File: src/rtl/uart_core.sv
// Full-duplex UART: 16x-oversampling receiver and transmitter sharing one tick
// generator, run-time frame format (5-8 data bits, parity, 1/2 stop) and RTS/CTS.
module uart_core #(
    parameter int unsigned CLK_FREQ  = 50_000_000,
    parameter int unsigned BAUD_RATE = 115200
) (
    input  logic       clk,
    input  logic       reset_n,
    input  logic       rx,
    input  logic [1:0] data_bit_num,
    input  logic       stop_bit_num,
    input  logic       parity_en,
    input  logic       parity_type,
    output logic [7:0] rx_data,
    output logic       rts_n,
    output logic       rx_done,
    output logic       parity_error,
    input  logic       cts_n,
    output logic       tx,
    input  logic [7:0] tx_data,
    input  logic       start_tx,
    output logic       tx_done
);
    localparam int unsigned DIV   = CLK_FREQ / (BAUD_RATE * 16);
    localparam int unsigned DIV_W = (DIV > 1) ? $clog2(DIV) : 1;

    typedef struct packed {
        logic [1:0] dbits;
        logic       stop2;
        logic       par_en;
        logic       par_odd;
    } frame_cfg_t;

    typedef enum logic [2:0] {
        RX_IDLE, RX_START, RX_DATA, RX_PARITY, RX_STOP, RX_DONE
    } rx_state_t;

    typedef enum logic [2:0] {
        TX_IDLE, TX_START, TX_DATA, TX_PARITY, TX_STOP, TX_DONE
    } tx_state_t;

    function automatic logic [2:0] last_idx(input logic [1:0] dbits);
        return 3'd4 + {1'b0, dbits};
    endfunction

    function automatic logic [7:0] data_mask(input logic [1:0] dbits);
        logic [7:0] m;
        case (dbits)
            2'd0:    m = 8'h1F;
            2'd1:    m = 8'h3F;
            2'd2:    m = 8'h7F;
            default: m = 8'hFF;
        endcase
        return m;
    endfunction

    frame_cfg_t cfg_in;
    assign cfg_in = '{dbits: data_bit_num, stop2: stop_bit_num,
                      par_en: parity_en, par_odd: parity_type};

    // Shared 16x-baud tick
    logic [DIV_W-1:0] div_cnt;
    logic             tick;

    always_ff @(posedge clk or negedge reset_n) begin
        if (!reset_n) begin
            div_cnt <= '0;
            tick    <= 1'b0;
        end else if (div_cnt == DIV_W'(DIV - 1)) begin
            div_cnt <= '0;
            tick    <= 1'b1;
        end else begin
            div_cnt <= div_cnt + DIV_W'(1);
            tick    <= 1'b0;
        end
    end

    // ---------------- Receiver ----------------
    logic       rx_meta, rx_sync, rx_prev, rx_fall;
    rx_state_t  rx_state, rx_state_next;
    frame_cfg_t rx_cfg;
    logic [3:0] rx_tick_cnt;
    logic [2:0] rx_bit_idx;
    logic       rx_stop_idx;
    logic [7:0] rx_shift;
    logic       rx_par_bit;
    logic       rx_mid;

    always_ff @(posedge clk or negedge reset_n) begin
        if (!reset_n) begin
            rx_meta <= 1'b1;
            rx_sync <= 1'b1;
            rx_prev <= 1'b1;
        end else begin
            rx_meta <= rx;
            rx_sync <= rx_meta;
            rx_prev <= rx_sync;
        end
    end

    assign rx_fall = rx_prev & ~rx_sync;

    always_ff @(posedge clk or negedge reset_n) begin
        if (!reset_n) rx_state <= RX_IDLE;
        else          rx_state <= rx_state_next;
    end

    // Start bit is checked at its middle (8 ticks); every later bit 16 ticks on
    always_comb begin
        rx_state_next = rx_state;
        rx_mid        = 1'b0;
        if (tick) begin
            rx_mid = (rx_state == RX_START) ? (rx_tick_cnt == 4'd7)
                                            : (rx_tick_cnt == 4'd15);
        end
        case (rx_state)
            RX_IDLE:   if (rx_fall) rx_state_next = RX_START;
            RX_START:  if (rx_mid) rx_state_next = rx_sync ? RX_IDLE : RX_DATA;
            RX_DATA:   if (rx_mid && rx_bit_idx == last_idx(rx_cfg.dbits))
                           rx_state_next = rx_cfg.par_en ? RX_PARITY : RX_STOP;
            RX_PARITY: if (rx_mid) rx_state_next = RX_STOP;
            RX_STOP:   if (rx_mid && rx_stop_idx == rx_cfg.stop2)
                           rx_state_next = RX_DONE;
            RX_DONE:   rx_state_next = RX_IDLE;
            default:   rx_state_next = RX_IDLE;
        endcase
    end

    always_ff @(posedge clk or negedge reset_n) begin
        if (!reset_n) begin
            rx_cfg      <= '0;
            rx_tick_cnt <= '0;
            rx_bit_idx  <= '0;
            rx_stop_idx <= 1'b0;
            rx_shift    <= '0;
            rx_par_bit  <= 1'b0;
        end else begin
            if (rx_state == RX_IDLE) begin
                rx_tick_cnt <= '0;
                rx_bit_idx  <= '0;
                rx_stop_idx <= 1'b0;
                if (rx_fall) begin
                    rx_cfg   <= cfg_in;
                    rx_shift <= '0;
                end
            end else if (tick) begin
                rx_tick_cnt <= rx_mid ? 4'd0 : rx_tick_cnt + 4'd1;
            end
            if (rx_mid) begin
                case (rx_state)
                    RX_DATA: begin
                        rx_shift[rx_bit_idx] <= rx_sync;
                        rx_bit_idx           <= rx_bit_idx + 3'd1;
                    end
                    RX_PARITY: rx_par_bit  <= rx_sync;
                    RX_STOP:   rx_stop_idx <= 1'b1;
                    default: ;
                endcase
            end
        end
    end

    // Frame results are published on entry to DONE and held until the next frame
    always_ff @(posedge clk or negedge reset_n) begin
        if (!reset_n) begin
            rts_n        <= 1'b1;
            rx_done      <= 1'b0;
            rx_data      <= '0;
            parity_error <= 1'b0;
        end else begin
            rts_n   <= (rx_state_next != RX_IDLE);
            rx_done <= (rx_state_next == RX_DONE);
            if (rx_state_next == RX_DONE) begin
                rx_data      <= rx_shift;
                parity_error <= rx_cfg.par_en & (^rx_shift ^ rx_par_bit ^ rx_cfg.par_odd);
            end
        end
    end

    // ---------------- Transmitter ----------------
    tx_state_t  tx_state, tx_state_next;
    frame_cfg_t tx_cfg;
    logic [3:0] tx_tick_cnt;
    logic [2:0] tx_bit_idx;
    logic       tx_stop_idx;
    logic [7:0] tx_shift;
    logic       tx_accept, tx_bit_end, tx_line;

    assign tx_accept  = (tx_state == TX_IDLE) & start_tx & ~cts_n;
    assign tx_bit_end = tick & (tx_tick_cnt == 4'd15);

    always_ff @(posedge clk or negedge reset_n) begin
        if (!reset_n) tx_state <= TX_IDLE;
        else          tx_state <= tx_state_next;
    end

    always_comb begin
        tx_state_next = tx_state;
        tx_line       = 1'b1;
        case (tx_state)
            TX_IDLE: if (tx_accept) tx_state_next = TX_START;
            TX_START: begin
                tx_line = 1'b0;
                if (tx_bit_end) tx_state_next = TX_DATA;
            end
            TX_DATA: begin
                tx_line = tx_shift[tx_bit_idx];
                if (tx_bit_end && tx_bit_idx == last_idx(tx_cfg.dbits))
                    tx_state_next = tx_cfg.par_en ? TX_PARITY : TX_STOP;
            end
            TX_PARITY: begin
                tx_line = ^tx_shift ^ tx_cfg.par_odd;
                if (tx_bit_end) tx_state_next = TX_STOP;
            end
            TX_STOP: if (tx_bit_end && tx_stop_idx == tx_cfg.stop2)
                         tx_state_next = TX_DONE;
            TX_DONE: tx_state_next = TX_IDLE;
            default: tx_state_next = TX_IDLE;
        endcase
    end

    // Payload is masked to N bits at acceptance so the parity XOR ignores unused bits
    always_ff @(posedge clk or negedge reset_n) begin
        if (!reset_n) begin
            tx_cfg      <= '0;
            tx_tick_cnt <= '0;
            tx_bit_idx  <= '0;
            tx_stop_idx <= 1'b0;
            tx_shift    <= '0;
        end else begin
            if (tx_state == TX_IDLE) begin
                tx_tick_cnt <= '0;
                tx_bit_idx  <= '0;
                tx_stop_idx <= 1'b0;
                if (tx_accept) begin
                    tx_cfg   <= cfg_in;
                    tx_shift <= tx_data & data_mask(data_bit_num);
                end
            end else if (tick) begin
                tx_tick_cnt <= tx_tick_cnt + 4'd1;
            end
            if (tx_bit_end) begin
                case (tx_state)
                    TX_DATA: tx_bit_idx  <= tx_bit_idx + 3'd1;
                    TX_STOP: tx_stop_idx <= 1'b1;
                    default: ;
                endcase
            end
        end
    end

    always_ff @(posedge clk or negedge reset_n) begin
        if (!reset_n) begin
            tx      <= 1'b1;
            tx_done <= 1'b0;
        end else begin
            tx      <= tx_line;
            tx_done <= (tx_state_next == TX_DONE);
        end
    end

endmodule

File: config.mk
export PLATFORM = sky130hd
export DESIGN_NAME = uart_core
export DESIGN_NICKNAME = d
export VERILOG_FILES = /design/src/rtl/uart_core.sv
export SDC_FILE = /design/constraint.sdc
export NUM_CORES = 1
export LEC_CHECK = 0
export CORE_MARGIN = 2
export CORE_UTILIZATION = 31
export CTS_CLUSTER_SIZE = 20
export DETAILED_ROUTE_END_ITERATION = 16
export GPL_TIMING_DRIVEN = 0
export PLACE_DENSITY = 0.5
export RECOVER_POWER = 50
export SLEW_MARGIN = 25
export SYNTH_ARGS = -nofsm -noshare
export SYNTH_HDL_FRONTEND = slang
export SYNTH_SLANG_ARGS = --single-unit
File: constraint.sdc
create_clock -name clk -period 1.76 [get_ports clk]
set_clock_uncertainty 0.1 [all_clocks]
set_input_delay 0.352 -clock clk [delete_from_list [all_inputs] [get_ports clk]]
set_output_delay 0.352 -clock clk [all_outputs]
set_load 0.005 [all_outputs]
run_1/congestion_map.png
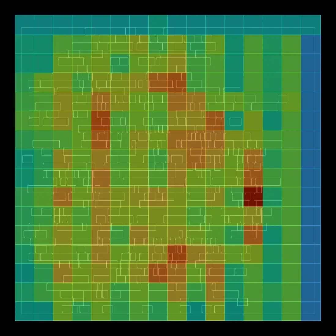
Util after Layout: 0.407
drt wl/cell: 14.5 um

run_1/m4.png
Scale bar: 20 um.
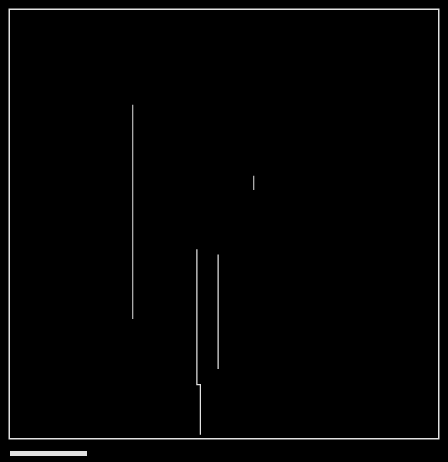
- wire length on this layer: 136 um
- share of all routed wire: 1.9%
- longest straight run: 55.1 um
total routed wirelength: 7260 um
via count: 2403

==> results.json, run 1 <==
{
  "status": "finished, final reports clean",
  "seq_cells": 71,
  "synth_cell_types": 48,
  "top_cell": "dfrtp_1",
  "ys_chip_area_um2": 3530,
  "stdcell_count": 500,
  "postLayoutCellArea_um2": 4470,
  "core_area_um2": 11000,
  "worstPathArrival_ps": 1850,
  "synth-seq-area-share": 0.506,
  "p_leak_nw": 2.05,
  "nonClockInverterCount": 11,
  "hold_viol": 0,
  "nClkBuffers": 13,
  "dp_cells": 474,
  "grt_use_met3": 0.0290,
  "cts_max_level": 3,
  "layout-drive-gt1-share": 0.225,
  "total_power_mw": 4.08,
  "use_met2": 0.182,
  "grt_pass1_wl_um": 12200,
  "drtIter0Drc": 71,
  "seq-power_mw": 1.75,
  "area_delta_synth_final_pct": 26.8,
  "grt-ovfl-total": 0,
  "syn_nets": 327,
  "die_h_um": 111,
  "tritoncts_num_sinks": 71,
  "placed_cell_area_um2": 4020,
  "crit_required_ps": 1880,
  "cts.path.max_buffers": 2,
  "holdCritStartpoint": "rx_meta",
  "top_power_group": "the clock network",
  "top_cell_area_share": 0.468,
  "fp.dieW_um": 111,
  "wl_met2_um": 3260,
  "synth-main-ff-cell": "dfrtp_1",
  "top_logic_kind": "simple AND/OR/NAND/NOR gates",
  "cts_setup_buffers": 3,
  "seq_share": 0.399,
  "fp-row-count": 38,
  "cp_top_family": "simple AND/OR/NAND/NOR gates",
  "finalClockPeriodUsage": 0.983,
  "start_kind": "flip-flop",
  "hold_depth": 0,
  "path_cells": "buf_6 > nor3b_4 > and4_4 > mux2_2",
  "crit_cells": 4,
  "warning_count": 28,
  "synth_area_um2": 3530,
  "drv_cap": 0,
  "buffers_excl_clock": 56,
  "seq_area_um2": 1780,
  "hold_slack_ps": 260,
  "postSynthAreaPerCell_um2": 11.6,
  "aoi_share": 0.0781,
  "n_antenna_cell": 0,
  "cts.repair.resized": 7,
  "grt_max_degree": 41,
  "clkSlewWorstSetupHoldPaths_ps": 60,
  "yosys-top-cells-count": "66 x dfrtp_1, 29 x nand2_1, 25 x mux2_2",
  "mux_area_frac": 0.129,
  "syn_inst": 303,
  "clk_share": 0.0727,
  "ys_warn_count": 0,
  "wl_met1_um": 3660,
  "switching_share": 0.217,
  "top_layer": "met4",
  "regToRegSetupSlack_ps": 30,
  "busiest_layer": "met2",
  "crit_slowest_cell": "dfrtp_1",
  "ys_sh_simple": 0.150,
  "preCtsSetupSlack_ps": -171,
  "cp.buffers_inverters": 1,
  "vias_per_cell": 4.81,
  "switchingPower_mw": 0.886,
  "timing.final.crit_period_ps": 1730
}
run_1/m2.png
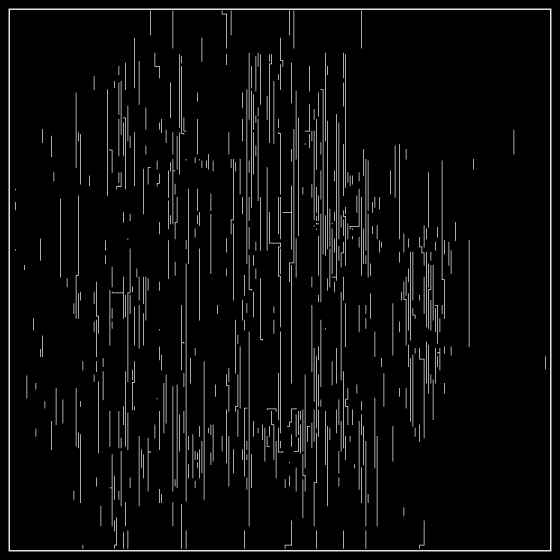
- nets with wire on the layer: 318
- share of all routed wire: 45%
- wire length on this layer: 3260 um
- main direction: vertical
- longest straight run: 48.6 um

run_1/m1.png
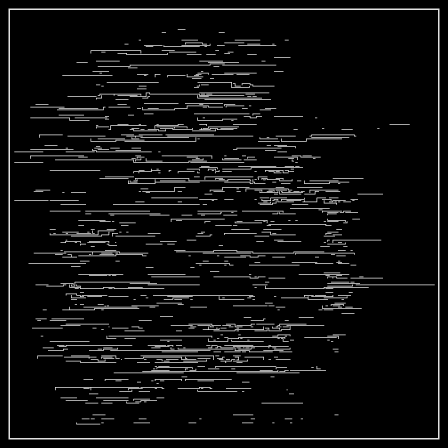
- main direction: horizontal
- longest straight run: 35.0 um
- share of all routed wire: 50%
- nets with wire on the layer: 349
- wire length on this layer: 3660 um

run_1/m3.png
Scale bar: 20 um. Cells faint in the background.
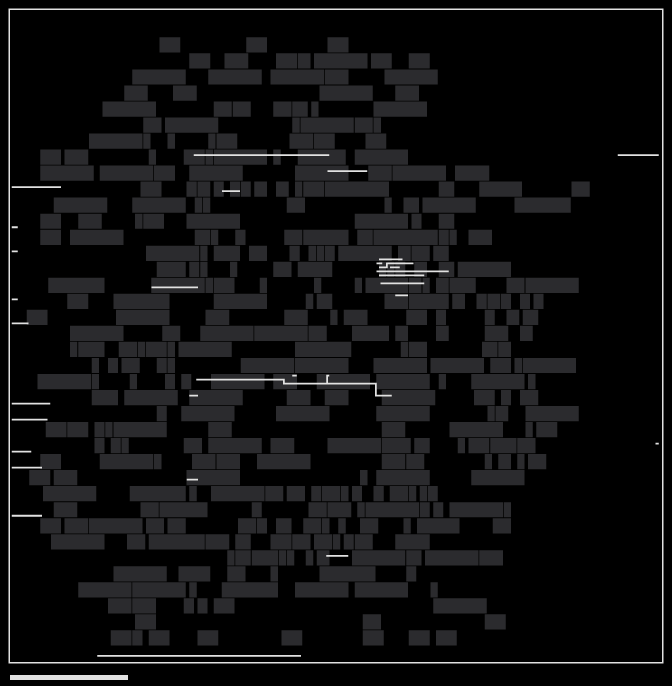

==> run 2, diff against run 1 <==
Settings changed: CORE_MARGIN 2 to not set.
run_2/m3.png
Scale bar: 20 um. Cells faint in the background.
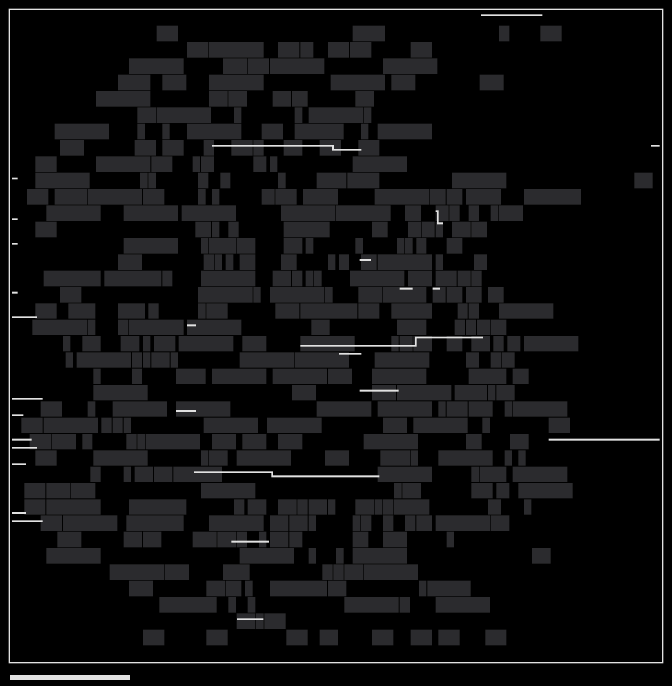
- nets with wire on the layer: 21
- longest straight run: 20.0 um

==> run 2 against run 1 <==
Effect of this change: utilization shrank 0.28 points; non-clock buffer count grew 2; final area shrank 0.70%; clock power shrank about 10%; combinational power shrank 2%; synthesized cell count is the same; sequential share of layout area grew 0.28 points; die size shrank 3.6%; via count grew 1.2%; first-iteration DRC count grew 17%; worst setup slack lost 18 ps; area after synthesis is the same; largest power group unchanged; highest routed layer unchanged.
==> results.json, run 2 <==
{
  "drv_cap": 0,
  "nonClockInverterCount": 11,
  "syn_inst": 303,
  "ys_warn_count": 0,
  "syn_nets": 327,
  "synth-main-ff-cell": "dfrtp_1",
  "crit_slowest_cell": "dfrtp_1",
  "synth-seq-area-share": 0.506,
  "grt_pass1_wl_um": 11800,
  "drtIter0Drc": 83,
  "top_layer": "met4",
  "seq-power_mw": 1.75,
  "seq_area_um2": 1780,
  "ys_chip_area_um2": 3530,
  "busiest_layer": "met2",
  "top_cell": "dfrtp_1",
  "path_cells": "buf_6 > nor3b_4 > and4_4 > mux2_2",
  "fp-row-count": 38,
  "switchingPower_mw": 0.887,
  "top_power_group": "the clock network",
  "placed_cell_area_um2": 4030,
  "fp.dieW_um": 109,
  "wl_per_cell_um": 14.5,
  "use_met2": 0.191,
  "nClkBuffers": 14,
  "core_area_um2": 11000,
  "layout-drive-gt1-share": 0.229,
  "synth_area_um2": 3530,
  "start_kind": "flip-flop",
  "cts.repair.resized": 7,
  "regToRegSetupSlack_ps": 10,
  "stdcell_count": 502,
  "finalSetupTns_ps": 0,
  "postSynthAreaPerCell_um2": 11.6,
  "worstPathArrival_ps": 1860,
  "cts.path.max_buffers": 2,
  "clk_share": 0.0668,
  "die_h_um": 109,
  "grt-ovfl-total": 0,
  "hold_viol": 0,
  "vias": 2432,
  "mux_area_frac": 0.129,
  "warning_count": 28,
  "cts_max_level": 3,
  "crit_cells": 4,
  "area_delta_synth_final_pct": 25.9,
  "aoi_share": 0.0781,
  "switching_share": 0.229,
  "hold_slack_ps": 260,
  "buffers_excl_clock": 58,
  "grt_use_met3": 0.0275,
  "wl_met1_um": 3710,
  "routed_wl_um": 7270,
  "yosys-top-cells-count": "66 x dfrtp_1, 29 x nand2_1, 25 x mux2_2",
  "status": "finished, final reports clean",
  "dp_cells": 474,
  "synth_cell_types": 48,
  "top_cell_area_share": 0.468,
  "p_leak_nw": 2.04,
  "seq_cells": 71,
  "timing.final.crit_period_ps": 1750,
  "total_power_mw": 3.87,
  "tritoncts_num_sinks": 71,
  "p_int_mw": 2.98,
  "vias_per_cell": 4.84,
  "grt_max_degree": 51,
  "top_logic_kind": "simple AND/OR/NAND/NOR gates",
  "wl_met2_um": 3250,
  "crit_required_ps": 1870,
  "seq_share": 0.402,
  "clkSlewWorstSetupHoldPaths_ps": 60,
  "preCtsSetupSlack_ps": -182,
  "critPathKind": "flip-flop to flip-flop",
  "ys_sh_simple": 0.150,
  "cp_top_family": "simple AND/OR/NAND/NOR gates",
  "r2r_cells": 4
}
run_2/class_map.png
Scale bar: 20 um.
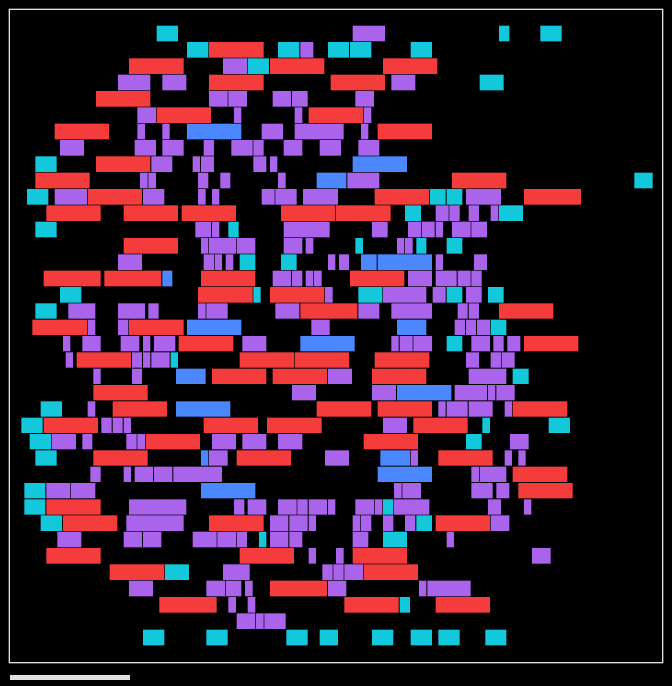

==> run 3, diff against run 2 <==
Settings changed: CORE_ASPECT_RATIO set to 0.7.
run_3/class_map.png
Scale bar: 50 um.
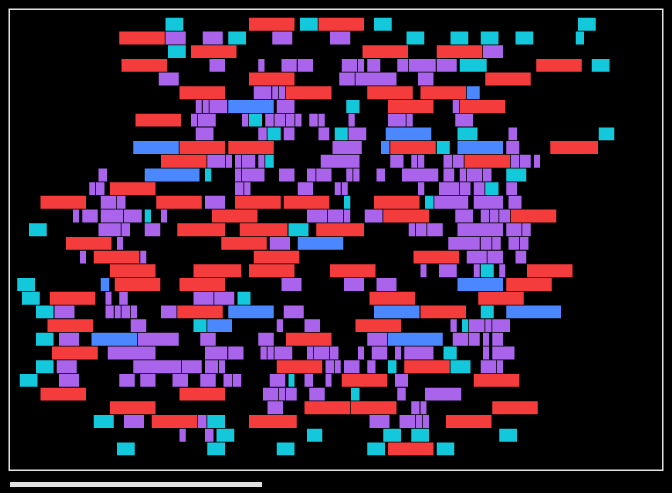
- remaining buffers and delay cells: cyan (cells 57)
- clock drivers and dummy loads: blue (cells 16)
- registers: red (cells 71)
- remaining logic cells: purple (cells 216)
Util after Layout: 0.407
post-route cell area: 4500 um2
Row Count: 32
Seq area share: 0.397

==> run 3 against run 2 <==
Effect of this change: register-to-register slack is essentially flat; via count decreased by 2.6%; wire length decreased by 2.0%; cell count is 2.2% higher; global-route usage is 0.47 points higher; area after synthesis unchanged; hold slack lost 1.9 ps; critical endpoint is now rx_data[0].
==> results.json, run 3 <==
{
  "switchingPower_mw": 0.905,
  "seq_cells": 71,
  "nonClockInverterCount": 11,
  "grt_max_degree": 48,
  "ys_chip_area_um2": 3530,
  "busiest_layer": "met1",
  "use_met2": 0.187,
  "wl_met1_um": 3800,
  "tritoncts_num_sinks": 71,
  "hold_slack_ps": 258,
  "dp_cells": 487,
  "synth-seq-area-share": 0.506,
  "wl_per_cell_um": 13.9,
  "grt-ovfl-total": 0,
  "ys_sh_simple": 0.150,
  "clkLatencyLatePin_ps": 330,
  "placed_cell_area_um2": 4040,
  "top_power_group": "the clock network",
  "power.clock.total_mw": 2.11,
  "warning_count": 29,
  "antenna_found_initial": 0,
  "status": "finished, final reports clean",
  "crit_slowest_cell": "dfrtp_1",
  "cts_max_level": 3,
  "stdcell_count": 513,
  "nClkBuffers": 10,
  "mux_area_frac": 0.129,
  "grt_pass1_wl_um": 12200,
  "synth-main-ff-cell": "dfrtp_1",
  "seq_area_um2": 1780,
  "syn_nets": 327,
  "switching_share": 0.216,
  "timing.final.crit_period_ps": 1750,
  "hold_viol": 0,
  "total_power_mw": 4.19,
  "clk_share": 0.0771,
  "area_delta_synth_final_pct": 27.5,
  "top_cell_area_share": 0.468,
  "vias": 2369,
  "syn_inst": 303,
  "synth_area_um2": 3530,
  "cts_buffers": 9,
  "preCtsSetupSlack_ps": -152,
  "top_layer": "met4",
  "detail_route.drc_violations": 0,
  "grt_util_met1": 0.202,
  "r2r_cells": 5,
  "postSynthAreaPerCell_um2": 11.6,
  "fmax_ghz": 0.570,
  "critPathKind": "flip-flop to flip-flop",
  "drv_cap": 0,
  "cts.path.max_buffers": 2,
  "start_kind": "flip-flop",
  "cts.repair.resized": 8,
  "crit_required_ps": 1880,
  "seq-power_mw": 1.75,
  "ant_nets": 0,
  "cts_root_buffer": "clkbuf_16",
  "core_area_um2": 11100,
  "clkSlewWorstSetupHoldPaths_ps": 60,
  "cp_top_family": "simple AND/OR/NAND/NOR gates",
  "crit_cells": 5,
  "top_cell": "dfrtp_1",
  "p_int_mw": 3.28,
  "die_h_um": 91.2,
  "vias_per_cell": 4.62,
  "n_antenna_cell": 0,
  "layout-drive-gt1-share": 0.228,
  "path_cells": "ha_4 > and3_4 > and4_4 > buf_8 > mux2_2",
  "synth_cell_types": 48,
  "regToRegSetupSlack_ps": 6,
  "aoi_share": 0.0781,
  "p_leak_nw": 2.06,
  "worstPathArrival_ps": 1870,
  "wl_met2_um": 3030,
  "top_logic_kind": "simple AND/OR/NAND/NOR gates",
  "ys_warn_count": 0,
  "fp.dieW_um": 129,
  "buffers_excl_clock": 57,
  "finalSetupTns_ps": 0,
  "routed_wl_um": 7130
}
Power is estimated from default activity; no workload was simulated.
